Fig. 1: run 1, supply network
The bar under the picture is 20 um long. Pins as bars on the die edge. Tap cells in gray.
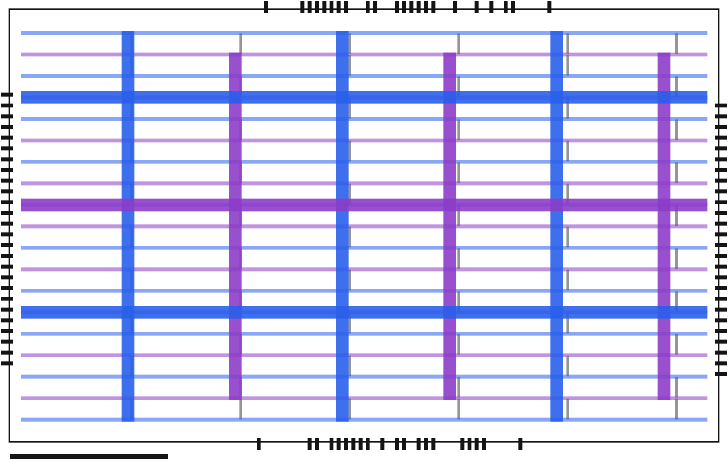
Fig. 2: run 1, congestion heat map
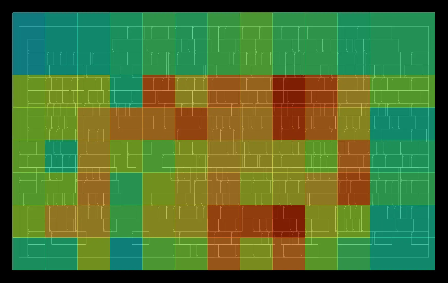
Fig. 3: run 1, routed metal, one color a layer
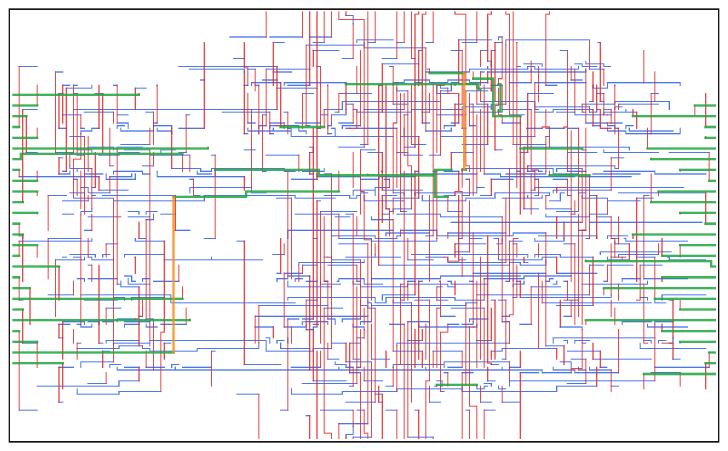
===== config.mk =====
export PLATFORM = sky130hd
export DESIGN_NAME = alu_sequencer
export DESIGN_NICKNAME = d
export VERILOG_FILES = /design/src/rtl/alu_sequencer_pkg.sv /design/src/rtl/rr_arbiter.sv /design/src/rtl/alu_sequencer.sv
export SDC_FILE = /design/constraint.sdc
export NUM_CORES = 1
export LEC_CHECK = 0
export ABC_AREA = 1
export CORE_ASPECT_RATIO = 0.6
export CORE_UTILIZATION = 39
export CTS_CLUSTER_SIZE = 28
export DETAILED_ROUTE_END_ITERATION = 10
export MAX_ROUTING_LAYER = met4
export PLACE_DENSITY = 0.87
export SETUP_SLACK_MARGIN = 0.2
export SYNTH_ARGS = -nofsm -noshare
export SYNTH_HDL_FRONTEND = slang
export SYNTH_SLANG_ARGS = --single-unit

===== constraint.sdc =====
create_clock -name clk -period 1.9 [get_ports clk]
set_input_delay 0.285 -clock clk [delete_from_list [all_inputs] [get_ports clk]]
set_output_delay 0.285 -clock clk [all_outputs]
set_load 0.01 [all_outputs]

===== src/rtl/alu_sequencer_pkg.sv =====
`default_nettype none
// ============================================================================
// Module      : alu_sequencer_pkg
// Description : Shared types and helpers for the ALU sequencer and its users.
// Revision    : 1.0 - initial release
// ============================================================================
package alu_sequencer_pkg;

    // ALU operation encoding
    typedef enum logic [3:0] {
        ALU_OP_NOT  = 4'd0,
        ALU_OP_OR   = 4'd1,
        ALU_OP_AND  = 4'd2,
        ALU_OP_XOR  = 4'd3,
        ALU_OP_ADD  = 4'd4,
        ALU_OP_SUB  = 4'd5,
        ALU_OP_SHL  = 4'd6,
        ALU_OP_LSHR = 4'd7,
        ALU_OP_ASHR = 4'd8
    } alu_op_t;

    // ALU register-port control
    typedef enum logic [1:0] {
        REG_OP_NONE  = 2'd0,
        REG_OP_READ  = 2'd1,
        REG_OP_WRITE = 2'd2
    } reg_op_t;

    // Sequencer control states
    typedef enum logic [1:0] {
        SEQ_IDLE  = 2'd0,
        SEQ_LOAD  = 2'd1,
        SEQ_WRITE = 2'd2,
        SEQ_RESP  = 2'd3
    } seq_state_t;

    // True for every encoding the ALU actually implements
    function automatic logic alu_op_is_legal(input alu_op_t op);
        logic legal;
        case (op)
            ALU_OP_NOT, ALU_OP_OR, ALU_OP_AND, ALU_OP_XOR,
            ALU_OP_ADD, ALU_OP_SUB, ALU_OP_SHL, ALU_OP_LSHR,
            ALU_OP_ASHR: legal = 1'b1;
            default:     legal = 1'b0;
        endcase
        return legal;
    endfunction

    // True for the ops whose overflow output carries meaning (carry/borrow)
    function automatic logic alu_op_is_arith(input alu_op_t op);
        return (op == ALU_OP_ADD) || (op == ALU_OP_SUB);
    endfunction

endpackage
`default_nettype wire


===== src/rtl/rr_arbiter.sv =====
`default_nettype none
// ============================================================================
// Module      : rr_arbiter
// Description : Combinational round-robin arbiter. Grants the first active
//               request at or after the pointer, wrapping modulo NREQ.
// Revision    : 1.0 - initial release
// ============================================================================
module rr_arbiter #(
    parameter  int NREQ = 2,
    localparam int IDW  = (NREQ > 1) ? $clog2(NREQ) : 1
) (
    input  logic [NREQ-1:0] req_i,
    input  logic [IDW-1:0]  ptr_i,
    output logic [NREQ-1:0] grant_o,
    output logic [IDW-1:0]  idx_o,
    output logic            valid_o
);

    int cand;

    // Scan from the pointer position and stop at the first active request
    always_comb begin
        grant_o = '0;
        idx_o   = '0;
        valid_o = 1'b0;
        cand    = 0;
        for (int i = 0; i < NREQ; i++) begin
            cand = int'(ptr_i) + i;
            if (cand >= NREQ) begin
                cand = cand - NREQ;
            end
            if (!valid_o && req_i[cand[IDW-1:0]]) begin
                valid_o                 = 1'b1;
                grant_o[cand[IDW-1:0]]  = 1'b1;
                idx_o                   = cand[IDW-1:0];
            end
        end
    end

endmodule
`default_nettype wire


===== src/rtl/alu_sequencer.sv =====
`default_nettype none
// ============================================================================
// Module      : alu_sequencer
// Description : Shares one ALU between NREQ requesters. Round-robin grant,
//               fixed LOAD/WRITE drive sequence, valid/ready response and
//               persistent overflow/zero status flags.
// Revision    : 1.0 - initial release
// ============================================================================
module alu_sequencer
    import alu_sequencer_pkg::*;
#(
    parameter  int WIDTH = 8,
    parameter  int NREQ  = 2,
    localparam int IDW   = $clog2(NREQ)
) (
    input  logic                       clk,
    input  logic                       rst,
    input  logic [NREQ-1:0]            req_valid,
    output logic [NREQ-1:0]            req_ready,
    input  alu_op_t [NREQ-1:0]         req_mode,
    input  logic [NREQ-1:0][WIDTH-1:0] req_a,
    input  logic [NREQ-1:0][WIDTH-1:0] req_b,
    output logic                       resp_valid,
    input  logic                       resp_ready,
    output logic [IDW-1:0]             resp_id,
    output logic [WIDTH-1:0]           resp_data,
    output logic                       resp_overflow,
    output logic                       resp_zero,
    output logic                       resp_error,
    output logic [WIDTH-1:0]           alu_a,
    output logic [WIDTH-1:0]           alu_b,
    output alu_op_t                    alu_mode,
    output reg_op_t                    alu_control,
    input  logic [WIDTH-1:0]           alu_out,
    input  logic                       alu_overflow,
    input  logic                       alu_zero,
    output logic                       flag_overflow,
    output logic                       flag_zero
);

    seq_state_t       state_q, state_d;
    logic [IDW-1:0]   rr_ptr_q;
    logic [IDW-1:0]   resp_id_q;
    logic [WIDTH-1:0] resp_data_q;
    logic             resp_overflow_q;
    logic             resp_zero_q;
    logic             resp_error_q;
    logic [WIDTH-1:0] alu_a_q, alu_b_q;
    alu_op_t          alu_mode_q;
    logic             flag_overflow_q, flag_zero_q;

    logic [NREQ-1:0]  w_grant;
    logic [IDW-1:0]   w_win_idx;
    logic             w_win_any;
    logic             w_handshake;
    alu_op_t          w_win_mode;
    logic             w_win_legal;
    logic             w_ovf_capture;

    rr_arbiter #(
        .NREQ (NREQ)
    ) u_arb (
        .req_i   (req_valid),
        .ptr_i   (rr_ptr_q),
        .grant_o (w_grant),
        .idx_o   (w_win_idx),
        .valid_o (w_win_any)
    );

    // The winner's ready is the grant, so any valid winner in IDLE is a handshake
    assign w_handshake   = (state_q == SEQ_IDLE) && w_win_any;
    assign w_win_mode    = req_mode[w_win_idx];
    assign w_win_legal   = alu_op_is_legal(w_win_mode);
    // Logic/shift ops leave the ALU overflow line undefined; mask it off
    assign w_ovf_capture = alu_op_is_arith(alu_mode_q) & alu_overflow;

    // State register
    always_ff @(posedge clk) begin
        if (rst) begin
            state_q <= SEQ_IDLE;
        end else begin
            state_q <= state_d;
        end
    end

    // Next-state: illegal ops skip the ALU and answer immediately
    always_comb begin
        state_d = state_q;
        case (state_q)
            SEQ_IDLE:  if (w_handshake) state_d = w_win_legal ? SEQ_LOAD : SEQ_RESP;
            SEQ_LOAD:  state_d = SEQ_WRITE;
            SEQ_WRITE: state_d = SEQ_RESP;
            SEQ_RESP:  if (resp_ready) state_d = SEQ_IDLE;
            default:   state_d = SEQ_IDLE;
        endcase
    end

    // State-decoded outputs: grant only in IDLE, ALU control per phase
    always_comb begin
        req_ready   = '0;
        alu_control = REG_OP_NONE;
        resp_valid  = 1'b0;
        case (state_q)
            SEQ_IDLE:  req_ready   = w_grant;
            SEQ_LOAD:  alu_control = REG_OP_READ;
            SEQ_WRITE: alu_control = REG_OP_WRITE;
            SEQ_RESP:  resp_valid  = 1'b1;
            default:   req_ready   = '0;
        endcase
    end

    // Operand capture, result capture, rotation pointer and status flags
    always_ff @(posedge clk) begin
        if (rst) begin
            rr_ptr_q        <= '0;
            resp_id_q       <= '0;
            resp_data_q     <= '0;
            resp_overflow_q <= 1'b0;
            resp_zero_q     <= 1'b0;
            resp_error_q    <= 1'b0;
            alu_a_q         <= '0;
            alu_b_q         <= '0;
            alu_mode_q      <= ALU_OP_NOT;
            flag_overflow_q <= 1'b0;
            flag_zero_q     <= 1'b0;
        end else begin
            if (w_handshake) begin
                rr_ptr_q  <= (w_win_idx == IDW'(NREQ - 1)) ? '0 : w_win_idx + 1'b1;
                resp_id_q <= w_win_idx;
                if (w_win_legal) begin
                    // ALU operand lines only move for ops that will use the ALU
                    alu_a_q      <= req_a[w_win_idx];
                    alu_b_q      <= req_b[w_win_idx];
                    alu_mode_q   <= w_win_mode;
                    resp_error_q <= 1'b0;
                end else begin
                    resp_error_q    <= 1'b1;
                    resp_data_q     <= '0;
                    resp_overflow_q <= 1'b0;
                    resp_zero_q     <= 1'b0;
                end
            end
            if (state_q == SEQ_WRITE) begin
                resp_data_q     <= alu_out;
                resp_zero_q     <= alu_zero;
                resp_overflow_q <= w_ovf_capture;
                flag_zero_q     <= alu_zero;
                flag_overflow_q <= w_ovf_capture;
            end
        end
    end

    assign resp_id       = resp_id_q;
    assign resp_data     = resp_data_q;
    assign resp_overflow = resp_overflow_q;
    assign resp_zero     = resp_zero_q;
    assign resp_error    = resp_error_q;
    assign alu_a         = alu_a_q;
    assign alu_b         = alu_b_q;
    assign alu_mode      = alu_mode_q;
    assign flag_overflow = flag_overflow_q;
    assign flag_zero     = flag_zero_q;

endmodule
`default_nettype wire

==> impl_metrics.xml, run 1 <==
<?xml version="1.0" encoding="UTF-8"?>
<metrics>
  <group name="run_status">
    <metric name="run_status" unit="">finished, final reports clean</metric>
  </group>
  <group name="timing">
    <metric name="sum_of_negative_setup_slack" unit="ns">0</metric>
    <metric name="slew_violations" unit="">0</metric>
    <metric name="fmax" unit="MHz">617</metric>
    <metric name="final.min_clock_period" unit="ns">1.62</metric>
    <metric name="max_slew.worst_pin.slew" unit="ns">0.592</metric>
    <metric name="max_slew_margin" unit="%">60.5</metric>
  </group>
  <group name="synthesis">
    <metric name="synthesis.instances" unit="">258</metric>
    <metric name="yosys-stat-area" unit="um^2">1800</metric>
    <metric name="mappedNetlistNets" unit="">317</metric>
    <metric name="biggest_area_consumer_among_synthesized_cells" unit="">sky130_fd_sc_hd__dfxtp_1</metric>
    <metric name="asyncSetResetFlopFracSynth" unit="%">0</metric>
    <metric name="yosysWarnings" unit="">0</metric>
    <metric name="top_area_share" unit="%">41.2</metric>
    <metric name="ys_cells" unit="">258</metric>
    <metric name="post_synth_seq_share" unit="%">41.2</metric>
  </group>
  <group name="global_routing">
    <metric name="grt_first_pass_wirelength" unit="um">8090</metric>
    <metric name="grt_antenna_before_repair" unit="">0</metric>
  </group>
  <group name="floorplan">
    <metric name="pin_count" unit="">94</metric>
    <metric name="die_width" unit="um">89.7</metric>
    <metric name="die_area" unit="um^2">4890</metric>
    <metric name="die_y" unit="um">54.6</metric>
  </group>
  <group name="layout">
    <metric name="final_net_count" unit="">428</metric>
    <metric name="layout-drive-gt1-share" unit="%">15.7</metric>
    <metric name="antenna_cells" unit="">0</metric>
    <metric name="syn_to_final_growth" unit="%">67.4</metric>
  </group>
  <group name="clocking">
    <metric name="postCtsResizedCells" unit="">14</metric>
    <metric name="cts_buffers" unit="">5</metric>
    <metric name="ctsRootBufferMaster" unit="">sky130_fd_sc_hd__clkbuf_8</metric>
    <metric name="cts_htree_levels" unit="">2</metric>
    <metric name="clock.latency.late_pin" unit="ns">0.28</metric>
    <metric name="bufs_on_longest_clock_path" unit="">2</metric>
  </group>
  <group name="run">
    <metric name="cap_viol_max_count" unit="">0</metric>
  </group>
  <group name="drt">
    <metric name="drc" unit="">0</metric>
  </group>
  <group name="pwr">
    <metric name="p_leak" unit="nW">1.35</metric>
  </group>
  <group name="placed_design">
    <metric name="detailed_place_hpwl" unit="um">4020</metric>
  </group>
  <group name="hold_path">
    <metric name="hp-class" unit="">reg2reg</metric>
  </group>
</metrics>
About Fig. 1:
net	color
VDD	purple
VSS	blue
signal pins	94
rows	18

About Fig. 2:
total routing usage reported by global routing: 23.2%
routed length per instance: 12.3 um
busiest layer in global routing: met2

About Fig. 3:
layer	color	wire length
met2	red	2480 um
met4	orange	32.0 um
met1	blue	2320 um
met3	green	455 um

## run 1: worst max-delay path: stages, from the launching register on
cell,delay [ns]
sky130_fd_sc_hd__dfxtp_2,0.34
sky130_fd_sc_hd__inv_2,0.07
sky130_fd_sc_hd__ha_1,0.18
sky130_fd_sc_hd__inv_2,0.07
sky130_fd_sc_hd__nor2_2,0.12
sky130_fd_sc_hd__inv_1,0.06
sky130_fd_sc_hd__nor2_1,0.07
sky130_fd_sc_hd__buf_2,0.14
## run 1: state kept, by name, summed over array words and instances (netlist names), 2 cells and up
name	count
alu_a	8
alu_b	8
alu_mode	4
resp_data	8
state_q	2
## run 1: logic make-up after synthesis
group	Yosys count	share of synthesized area [%]
and+or+nand+nor	145	35.6
AOI/OAI and AO/OA	40	11.5
DFF	37	41.2
buffers and inverters	32	8.91
adders and majority gates	4	2.78
## run 1: power by group
group	switching, mW	leakage [nW]	total, mW	internal (mW)
registers	0.142	0.305	1.17	1.03
logic	1.04	1.00	2.09	1.05
clock network	0.262	0.0450	0.516	0.254
## run 1: cell usage after synthesis, types with 3 or more instances
| library cell | number |
|---|---|
| sky130_fd_sc_hd__nand2_1 | 74 |
| sky130_fd_sc_hd__nor2_1 | 44 |
| sky130_fd_sc_hd__dfxtp_1 | 37 |
| sky130_fd_sc_hd__a21oi_1 | 17 |
| sky130_fd_sc_hd__inv_1 | 16 |
| sky130_fd_sc_hd__o21ai_0 | 16 |
| sky130_fd_sc_hd__nand3_1 | 13 |
| sky130_fd_sc_hd__nand2_4 | 6 |
| sky130_fd_sc_hd__buf_6 | 5 |
| sky130_fd_sc_hd__o21ai_1 | 5 |
| sky130_fd_sc_hd__clkbuf_1 | 4 |
| sky130_fd_sc_hd__ha_1 | 4 |
| sky130_fd_sc_hd__inv_2 | 3 |
| sky130_fd_sc_hd__nand2_2 | 3 |
## run 1: area by class of cell
type	count	area [um^2]	area share [%]
multi-input cells	189	908	30.2
clock inverters	2	10.0	0.333
clock buffers	6	72.6	2.41
repair buffers	117	1130	37.5
flip-flops and latches	37	744	24.7
well taps	60	75.1	2.49
inverters	19	71.3	2.37
## run 1: per-layer routing
layer,part of all wire (%),wire length (um),vias to the layer above
met3,8.6,455,4
met2,47,2480,75
met5,0,0,-
met4,0.59,31,0
li1,-,-,1028
met1,44,2320,878
## run 1: final timing paths
kind                                start                        end  slack, ns  depth (start not counted)
hold reg to reg     alu_a[6]$_SDFFE_PP0P_      alu_a[6]$_SDFFE_PP0P_       0.48                          2
setup reg to reg    rr_ptr_q$_SDFFE_PP0P_  resp_data[0]$_SDFFE_PP0P_       0.30                         10
hold / removal      alu_a[6]$_SDFFE_PP0P_      alu_a[6]$_SDFFE_PP0P_       0.48                          2
setup / recovery  state_q[1]$_SDFFE_PP0P_               req_ready[0]       0.28                          7
## run 1: metrics by stage
step / total power [mW] / std cells / instance area (um^2) / worst slack [ns]
CTS: 3.77 / 429 / 3000 / 0.155
detailed placement: 3.21 / 420 / 2910 / -0.228
global placement: 3.14 / 420 / 2910 / -0.187
floorplan: 2.22 / 258 / 1800 / 0.463
finish: 3.77 / 430 / 3010 / 0.280
global route: 4.05 / 430 / 3010 / 0.186
==> run 2: changes to the inputs <==
Settings changed: REMOVE_ABC_BUFFERS set to 1.
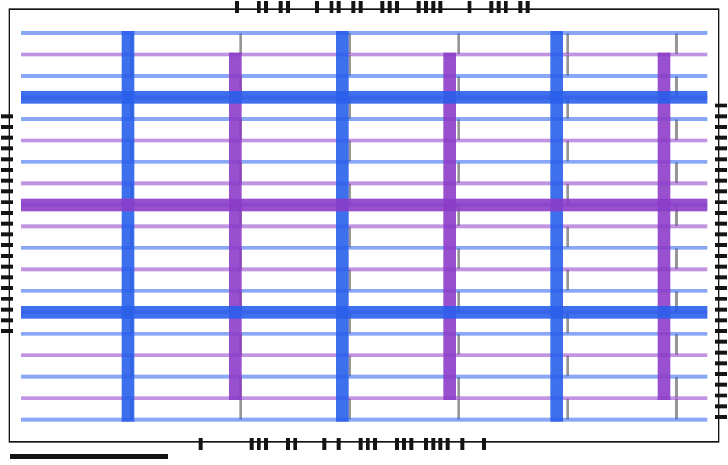
Fig. 4. Supply network (run 2).
The bar under the picture is 20 um long. Pins as bars on the die edge. Tap cells in gray.
net	color
VSS	blue
VDD	purple
signal pins	94
tap cells	60
met1 rails	19
met4 straps	6
rows	18

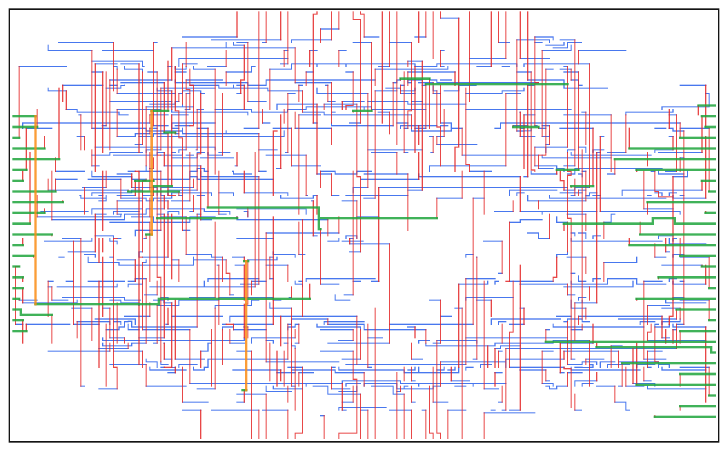
Fig. 5. Routed metal, one color a layer (run 2).
layer	color	wire length
met3	green	387 um
met4	orange	55.8 um
met1	blue	2450 um
met2	red	2350 um
overall via count from detail_route: 2012
routed length per instance: 12.3 um

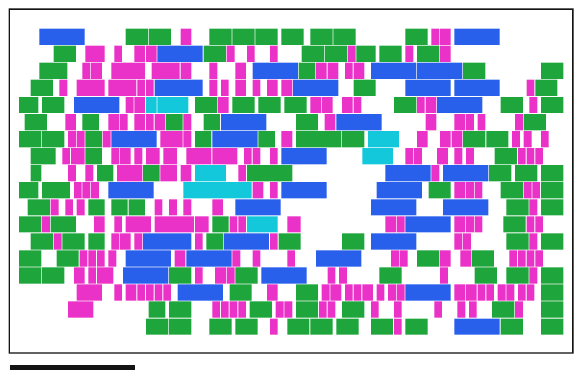
Fig. 6. Placement by cell class (run 2).
The bar under the picture is 20 um long.
class	color	cells	share of their area
other buffers and delay cells	green	113	38%
flip-flops	blue	37	25%
clock drivers and dummy loads	cyan	7	3.5%
all other logic	magenta	208	33%
utilization after layout: 70.5%
total number of placement rows: 18

==> run 2 against run 1 <==
Net effect: combinational power down 3%; final area fell by 0.21%; setup slack worse by 0.059 ns; register-to-register slack improved by 0.04 ns; flip-flop count is the same; first-iteration DRC count decreased by 11%; maximum frequency down 3.5%; synthesized area is the same; critical path type unchanged; largest power group unchanged; highest routed layer unchanged.
==> impl_metrics.xml, run 2 <==
<?xml version="1.0" encoding="UTF-8"?>
<metrics>
  <group name="global_routing">
    <metric name="grt_first_pass_wirelength" unit="um">8020</metric>
    <metric name="grtUsageTotal" unit="%">22.6</metric>
  </group>
  <group name="layout">
    <metric name="final-instance-count-excl-fill" unit="">425</metric>
    <metric name="layout-drive-gt1-share" unit="%">13.7</metric>
    <metric name="final_net_count" unit="">424</metric>
    <metric name="flop_area" unit="um^2">743</metric>
  </group>
  <group name="hold_path">
    <metric name="worst_hold_path.num_cells" unit="">2</metric>
    <metric name="hold_start" unit="">flag_overflow$_SDFFE_PP0P_</metric>
    <metric name="whs_endpoint" unit="">flag_overflow$_SDFFE_PP0P_</metric>
  </group>
  <group name="clocking">
    <metric name="clock.latency.late_pin" unit="ns">0.28</metric>
    <metric name="bufs_on_longest_clock_path" unit="">2</metric>
    <metric name="cts_buffers" unit="">5</metric>
    <metric name="ctsRootBufferMaster" unit="">sky130_fd_sc_hd__clkbuf_8</metric>
  </group>
  <group name="synthesis">
    <metric name="yosysMostFrequentCell" unit="">sky130_fd_sc_hd__nand2_1</metric>
    <metric name="post_synth_seq_share" unit="%">41.2</metric>
    <metric name="synth.top_cells.by_count" unit="">sky130_fd_sc_hd__nand2_1, sky130_fd_sc_hd__nor2_1, sky130_fd_sc_hd__dfxtp_1, sky130_fd_sc_hd__a21oi_1</metric>
    <metric name="synthesis.instances" unit="">258</metric>
    <metric name="ys_cells" unit="">258</metric>
    <metric name="top_area_share" unit="%">41.2</metric>
  </group>
  <group name="floorplan">
    <metric name="die_width" unit="um">89.7</metric>
  </group>
  <group name="run_status">
    <metric name="run_status" unit="">finished, final reports clean</metric>
  </group>
  <group name="timing">
    <metric name="final.min_clock_period" unit="ns">1.68</metric>
    <metric name="crit_path_setup_slack_layout" unit="ns">0.221</metric>
    <metric name="max_slew_margin" unit="%">58.9</metric>
    <metric name="slew_violations" unit="">0</metric>
    <metric name="max_slew.worst_pin.slew" unit="ns">0.616</metric>
  </group>
  <group name="worst_setup_path">
    <metric name="r2r_slack" unit="ns">0.34</metric>
    <metric name="r2r_end" unit="">resp_data[6]$_SDFFE_PP0P_</metric>
    <metric name="regToRegStartpoint" unit="">state_q[0]$_SDFFE_PP0P_</metric>
  </group>
  <group name="placed_design">
    <metric name="dp_slack" unit="ns">-0.150</metric>
    <metric name="detailed_place_hpwl" unit="um">3970</metric>
    <metric name="place_inst" unit="">418</metric>
  </group>
  <group name="drt">
    <metric name="drc" unit="">0</metric>
  </group>
  <group name="run">
    <metric name="cap_viol_max_count" unit="">0</metric>
  </group>
</metrics>
[run 2: cell counts after synthesis]
No cell type changed its count.
[run 2: cell type report]
type                       count  area share [%]
clock inverter                 2            1.17
sequential                    37            24.8
clock buffer                   5            2.29
multi-input combinational    189            30.0
timing repair buffer         113            36.9
inverter                      19            2.37
tap                           60            2.50
[run 2: stage by stage]
step | cell area (um^2) | setup TNS [ns] | utilization, % | hold WS (ns) | total power, mW
6_report | 3000 | 0 | 70.5 | 0.471 | 3.84
5_1_grt | 3000 | 0 | 70.5 | 0.513 | 4.11
4_1_cts | 3000 | 0 | 70.4 | 0.470 | 3.84
3_5_place_dp | 2890 | -2.98 | 67.9 | 0.459 | 3.20
3_3_place_gp | 2890 | -1.07 | 67.9 | 0.452 | 3.14
2_1_floorplan | 1710 | 0 | - | 0.354 | 2.09
[run 2: critical path, cell delays in order, from the launching register on]
cell,delay [ns]
sky130_fd_sc_hd__dfxtp_1,0.34
sky130_fd_sc_hd__inv_2,0.08
sky130_fd_sc_hd__ha_1,0.18
sky130_fd_sc_hd__inv_1,0.09
sky130_fd_sc_hd__nor2_1,0.17
sky130_fd_sc_hd__clkdlybuf4s15_2,0.25
[run 2: worst max-delay path by stage]
stage,from,to,slack (ns),cells past startpoint
2_1_floorplan,rr_ptr_q$_SDFFE_PP0P_,alu_a[0]$_SDFFE_PP0P_,0.31,11
3_3_place_gp,req_valid[0],req_ready[0],-0.15,8
3_5_place_dp,req_valid[0],req_ready[0],-0.15,8
4_1_cts,state_q[1]$_SDFFE_PP0P_,req_ready[0],0.11,7
5_1_grt,state_q[1]$_SDFFE_PP0P_,req_ready[0],0.19,7
6_report,state_q[0]$_SDFFE_PP0P_,req_ready[1],0.22,5
[run 2: kinds of logic (layout without fill, tap and decap cells)]
group	count (synthesis)	in the layout	share of synthesized area, %
compound gates	40	40	11.5
simple gates	145	145	35.6
fa+ha+maj	4	4	2.78
flops	37	37	41.2
buf+inv	32	139	8.91
[run 2: power breakdown]
group | internal, mW | leakage (nW) | switching (mW)
logic | 1.01 | 0.984 | 1.01
registers | 1.03 | 0.304 | 0.142
clock network | 0.382 | 0.0540 | 0.269
total | 2.42 | 1.34 | 1.42
[run 2: metal layers]
metal  track usage (%)  vias up  wire length, um
met5                 -        -                0
met4              6.08        0               55
met3              5.28        6              387
met2              39.1       81             2350
met1              26.7      901             2450
li1                  -     1024                -
[run 2: timing repair]
action	4_1_cts	5_1_grt
resized	10	11
hold buffers	0	0
hold endpoints to repair	0	0
setup endpoints to repair	16	28
==> run 3: changes to the inputs <==
Settings changed: SLEW_MARGIN set to 20.
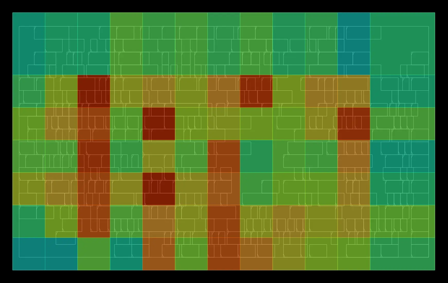
Fig. 7. Congestion heat map (run 3).
met1 usage: 26.7%
met2 Track Usage GR: 39.1%

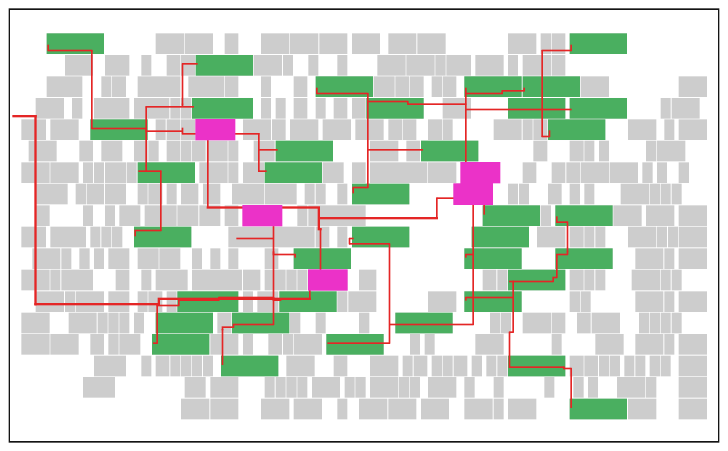
Fig. 8. Clock distribution (run 3).
[cells driving clock nets] magenta | count: 5
[clock wires] red | length: 467 um
[flip-flops] green | count: 37
routed clock nets	6
Power Clock: 0.650 mW
skew final: 0.00971 ns

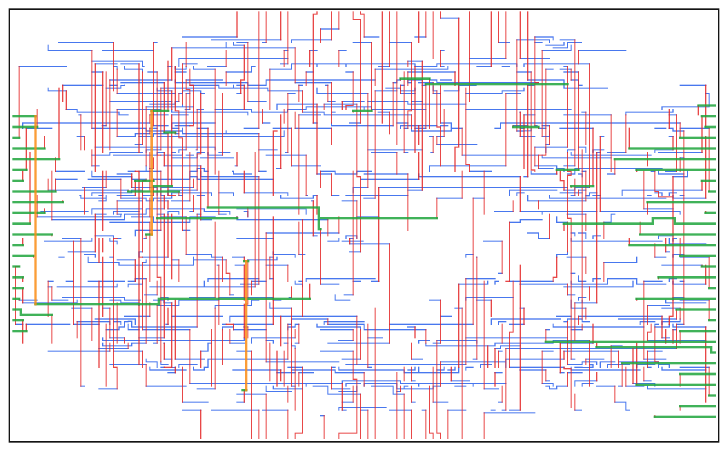
Fig. 9. Routed metal, one color a layer (run 3).
layer	color	wire length
met2	red	2350 um
met4	orange	55.8 um
met3	green	387 um
met1	blue	2450 um

==> run 3 against run 2 <==
Net effect: sequential power barely moved; critical path depth did not move; die area did not move; synthesized cell count did not move; largest power group unchanged; non-clock buffer count did not move; register-to-register slack barely moved; via count did not move; highest routed layer unchanged; maximum frequency did not move; sequential share of layout area did not move; power did not move; global-route usage did not move; hold slack did not move.
==> impl_metrics.xml, run 3 <==
<?xml version="1.0" encoding="UTF-8"?>
<metrics>
  <group name="clocking">
    <metric name="ctsHoldBuffers" unit="">0</metric>
    <metric name="bufs_on_longest_clock_path" unit="">2</metric>
    <metric name="ctsRootBufferMaster" unit="">sky130_fd_sc_hd__clkbuf_8</metric>
  </group>
  <group name="drt">
    <metric name="drc" unit="">0</metric>
  </group>
  <group name="floorplan">
    <metric name="die_width" unit="um">89.7</metric>
    <metric name="fp-row-count" unit="">18</metric>
  </group>
  <group name="timing">
    <metric name="crit_path_setup_slack_layout" unit="ns">0.221</metric>
    <metric name="final.min_clock_period" unit="ns">1.68</metric>
  </group>
  <group name="placed_design">
    <metric name="dpl-instance-area" unit="um^2">2890</metric>
    <metric name="place_inst" unit="">418</metric>
    <metric name="detailed_place_hpwl" unit="um">3970</metric>
  </group>
  <group name="global_routing">
    <metric name="grt_first_pass_wirelength" unit="um">8020</metric>
    <metric name="grtUsageTotal" unit="%">22.6</metric>
  </group>
  <group name="run_status">
    <metric name="run_status" unit="">finished, final reports clean</metric>
  </group>
  <group name="synthesis">
    <metric name="ys_cells" unit="">258</metric>
    <metric name="top_area_share" unit="%">41.2</metric>
    <metric name="synthesis.instances" unit="">258</metric>
  </group>
  <group name="worst_setup_path">
    <metric name="worst_path_cell_trace" unit="">inv_2, ha_1, inv_1, nor2_1, clkdlybuf4s15_2</metric>
    <metric name="critical_path.n_buffers_inverters" unit="">3</metric>
  </group>
  <group name="layout">
    <metric name="final-instance-count-excl-fill" unit="">425</metric>
    <metric name="final_net_count" unit="">424</metric>
  </group>
</metrics>
run 3: cells by family (layout without fill, tap and decap cells):
| logic type | count (synthesis) | count (layout) | share of synthesized area, % |
|---|---|---|---|
| and+or+nand+nor | 145 | 145 | 35.6 |
| AOI/OAI and AO/OA | 40 | 40 | 11.5 |
| buffers and inverters | 32 | 139 | 8.91 |
| adders and majority gates | 4 | 4 | 2.78 |
| DFF | 37 | 37 | 41.2 |
run 3: tightest hold or removal path: stages, from the launching register on:
cell and delay, ns:
sky130_fd_sc_hd__dfxtp_1 0.32, sky130_fd_sc_hd__nand2_1 0.06, sky130_fd_sc_hd__a21oi_1 0.05
run 3: area by class of cell:
class                   count  area (um^2)
clock buffers               5         68.8
clock inverters             2         35.0
fillers                   347         1250
inverters                  19         71.3
multi-input cells         189          902
flip-flops and latches     37          743
well taps                  60         75.1
repair buffers            113         1110
run 3: per-stage QoR:
step           TNS [ns]  power (mW)
6_report              0        3.84
5_1_grt               0        4.11
4_1_cts               0        3.84
3_5_place_dp      -2.98        3.20
3_3_place_gp      -1.07        3.14
2_1_floorplan         0        2.09
run 3: final timing paths:
path / cells past startpoint / slack [ns] / to / from
worst min register to register: 2 / 0.47 / flag_overflow$_SDFFE_PP0P_ / flag_overflow$_SDFFE_PP0P_
worst max register to register: 8 / 0.34 / resp_data[6]$_SDFFE_PP0P_ / state_q[0]$_SDFFE_PP0P_
worst min-delay path: 2 / 0.47 / flag_overflow$_SDFFE_PP0P_ / flag_overflow$_SDFFE_PP0P_
worst max-delay path: 5 / 0.22 / req_ready[1] / state_q[0]$_SDFFE_PP0P_
run 3: routing by layer:
layer | wire [um] | vias to the layer above | global-route usage, %
li1 | - | 1024 | -
met1 | 2450 | 901 | 26.7
met2 | 2350 | 81 | 39.1
met3 | 387 | 6 | 5.28
met4 | 55 | 0 | 6.08
met5 | 0 | - | -
run 3: what timing repair did:
action                     4_1_cts  5_1_grt
setup endpoints to repair       16       28
setup buffers                    0        0
gates resized                   10       11
run 3: where the power goes:
group	total [mW]	switching, mW	internal (mW)	leakage, nW
clock network	0.650	0.269	0.382	0.0540
registers	1.17	0.142	1.03	0.304
logic	2.02	1.01	1.01	0.984
total	3.84	1.42	2.42	1.34
No activity file was given, so power comes from the tool's default toggle rates.
